**Cells by drive strength**

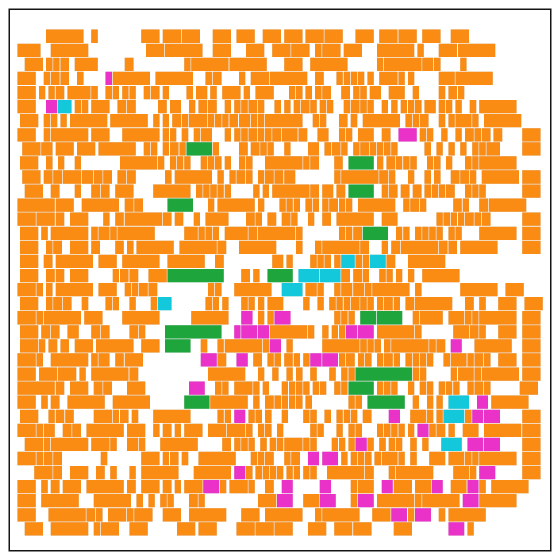
**Clock wiring as the flow saved it**

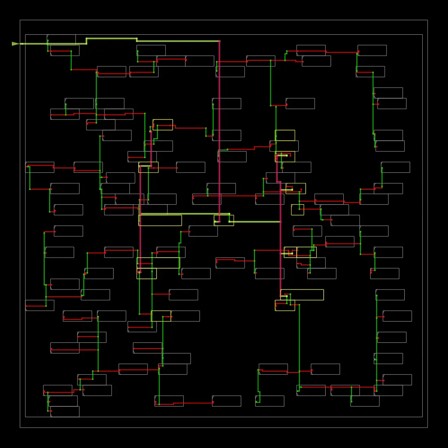
==> config.mk <==
export PLATFORM = sky130hd
export DESIGN_NAME = run_monitor_flat
export DESIGN_NICKNAME = d
export VERILOG_FILES = /design/src/rtl/run_monitor_pkg.sv /design/src/rtl/run_monitor_if.sv /design/src/rtl/run_monitor_sat_counter.sv /design/src/rtl/run_monitor.sv /design/src/flat_wrapper.sv
export SDC_FILE = /design/constraint.sdc
export NUM_CORES = 1
export LEC_CHECK = 0
export ABC_AREA = 1
export ABC_CLOCK_PERIOD_IN_PS = 5100
export CAP_MARGIN = 15
export CORE_MARGIN = 1
export CORE_UTILIZATION = 52
export DETAILED_ROUTE_END_ITERATION = 10
export HOLD_SLACK_MARGIN = 0.08
export PLACE_DENSITY = 0.83
export SYNTH_ARGS = -nofsm -noshare
export SYNTH_HDL_FRONTEND = slang
export SYNTH_SLANG_ARGS = --single-unit
==> constraint.sdc <==
create_clock -name i_Clk -period 5.1 [get_ports i_Clk]
set_input_delay 0.765 -clock i_Clk [delete_from_list [all_inputs] [get_ports i_Clk]]
set_output_delay 0.765 -clock i_Clk [all_outputs]
set_load 0.02 [all_outputs]
==> reports/metrics.json <==
{
  "status": "completed",
  "vias": 5597,
  "synth.cells.most_frequent": "sky130_fd_sc_hd__nand2_1, sky130_fd_sc_hd__nor2_1, sky130_fd_sc_hd__dfxtp_1, sky130_fd_sc_hd__inv_1, sky130_fd_sc_hd__a21oi_1",
  "most-common-layout-cells": "sky130_fd_sc_hd__nand2_1, sky130_fd_sc_hd__nor2_1, sky130_fd_sc_hd__clkdlybuf4s50_1",
  "crit_family": "buffers and inverters",
  "crit_arrival_ps": 2160,
  "vdd_drop_max_uv": 252.2,
  "gr-max-usage-layer": "met2",
  "timing.hold.worst.class": "reg2reg",
  "power_leakage_nw": 2.667,
  "grt.total_usage": 0.2590,
  "clockRootBuffer": "sky130_fd_sc_hd__clkbuf_8",
  "timing.max_cap.violations": 0,
  "fillerInstances": 856,
  "final_antenna_net_count": 0,
  "power.share.switching": 0.3092,
  "final_max_slew_viol_count": 0,
  "wl_met2_um": 6401,
  "yosys.stat.seqShare": 0.3712,
  "timing.critical_path.buf_inv": 3,
  "drive_gt1_frac": 0.07032,
  "power_density_mw_per_mm2": 273.8,
  "routed_via_density": 5.088,
  "rr_worst_depth": 8,
  "yosysTopAreaCell": "sky130_fd_sc_hd__dfxtp_1",
  "timing.critical_path.from_type": "flip-flop",
  "chip_width_um": 104.4,
  "fin_nets": 1006,
  "net-switching-power_w": 0.0006026,
  "whs_path_depth": 2,
  "regToRegSetupSlack_ps": 2720,
  "finalSetupViolations": 0,
  "path_clk_slew_ps": 100,
  "initCoreUtil": 0.5473,
  "met1_routing_resource_usage_after_global_routing": 0.3319,
  "power_frac_seq": 0.447,
  "post-route-drc-count": 0,
  "dpl_cell_area_sq_mm": 0.006873,
  "synth-main-ff-cell": "sky130_fd_sc_hd__dfxtp_1",
  "combinationalPower_w": 0.000461,
  "global_route_track_usage_on_met3": 0.05326,
  "h-tree-depth": 3,
  "top_power_group": "sequential cells",
  "cts_repair_resize_count": 0,
  "combPwrFrac": 0.237,
  "finish.cell_count_without_fillers": 1100,
  "worstSetupPathDepth": 4,
  "num_antenna_cells": 0,
  "timing_worst_slew_pin_value_ps": 816.9,
  "fmaxAchievable_mhz": 342.3,
  "io_buffer_count": 137,
  "holdWs_ps": 467.4,
  "grt_first_pass_wirelength_um": 23290,
  "top_signal_layer_used": "met4",
  "lay_top_count": "sky130_fd_sc_hd__nand2_1",
  "ys_chip_area_sq_mm": 0.005448,
  "mappedNetlistArea_sq_mm": 0.005448,
  "die_area_sq_mm": 0.01089,
  "cpMaxStageDelayCell": "sky130_fd_sc_hd__clkdlybuf4s50_1",
  "die_h_um": 104.4,
  "gp_routability_congestion": 0.9041,
  "layout_worst_path_cycle_share": 0.5727,
  "cts_setup_buffers": 0,
  "critPathKind": "reg2out",
  "postSynthRegisterBits": 101,
  "timing.setup.tns_ps": 0,
  "max-clock-path-buffers": 2,
  "detail_route.wirelength_um": 13910,
  "groute.layer.met2.usage": 0.4357,
  "cp_cell_sequence": "inv_1, ha_1, inv_2, clkdlybuf4s50_1",
  "first_global_vias": 5069,
  "yosysMostFrequentCell": "sky130_fd_sc_hd__nand2_1",
  "final-hold-violation-count": 0,
  "required_ps": 4340,
  "largest_clock_skew_in_the_final_design_ps": 13.14,
  "critical_path.max_stage_delay_ps": 600,
  "rsz_0062_raised_after_global_routing": "false",
  "grt_antenna_before_repair": 0,
  "post-route-min-period_ps": 2921,
  "max_slew_margin": 0.4548,
  "ctsHoldBuffers": 0,
  "ys_types": 31,
  "topCellsByArea": "sky130_fd_sc_hd__dfxtp_1, sky130_fd_sc_hd__nand2_1, sky130_fd_sc_hd__nor2_1",
  "detailroute.wirelength.met3_um": 1075,
  "seq_cell_power_w": 0.000872,
  "clock.latency.late_pin_ps": 360,
  "worstPathMaxFanout": 16,
  "share_clk_of_total_power": 0.316,
  "post_synth_net_total": 877,
  "largest_net_degree_at_the_start_of_global_routing": 56,
  "cp-end-kind": "output pin",
  "post-dp-hpwl_um": 10440
}
-- 'cells by drive strength' (at the start) --
- x1 and smaller: orange (cells 899; share 93%; most used nand2_1)
- x6 and larger: green (cells 15; share 1.6%; most used clkbuf_8)
- x2: magenta (cells 43; share 4.4%; most used nand2_2)
- x3 and x4: cyan (cells 10; share 1.0%)
synthesis-to-layout area growth: 30.66%
fin area: 0.007118 sq mm
number of signal-net buffers in the layout: 140
setup slack after layout: 2179 ps

-- 'clock wiring as the flow saved it' (at the start) --
final-layout clock buffer total: 10
# clock sinks: 101
total clock buffers created by CTS: 9
Power Clock: 0.000616 W

## per-stage QoR
stage,setup slack [ps],power (W),utilization
6_report,2179,0.001949,0.7151
5_1_grt,2060,0.002040,0.7151
4_1_cts,2154,0.001966,0.7151
3_5_place_dp,2412,0.001351,0.6904
3_3_place_gp,2458,0.001346,0.6904
2_1_floorplan,3285,0.001183,-
## cells by family after synthesis
group,synth area share
AND/OR/NAND/NOR,0.3608
buffers and inverters,0.09692
AND-OR/OR-AND,0.1236
flip-flops,0.3712
XOR/XNOR,0.03376
adder cells (fa/ha/maj),0.01378
## layout make-up
class / count / area share
sequential: 101 / 0.2841
clock inverter: 5 / 0.01512
tap: 133 / 0.02338
inverter: 104 / 0.05484
timing repair buffer: 140 / 0.1958
multi-input combinational: 607 / 0.4075
clock buffer: 10 / 0.01934
Power figures rest on the tool's default switching activity, not on a simulated workload.
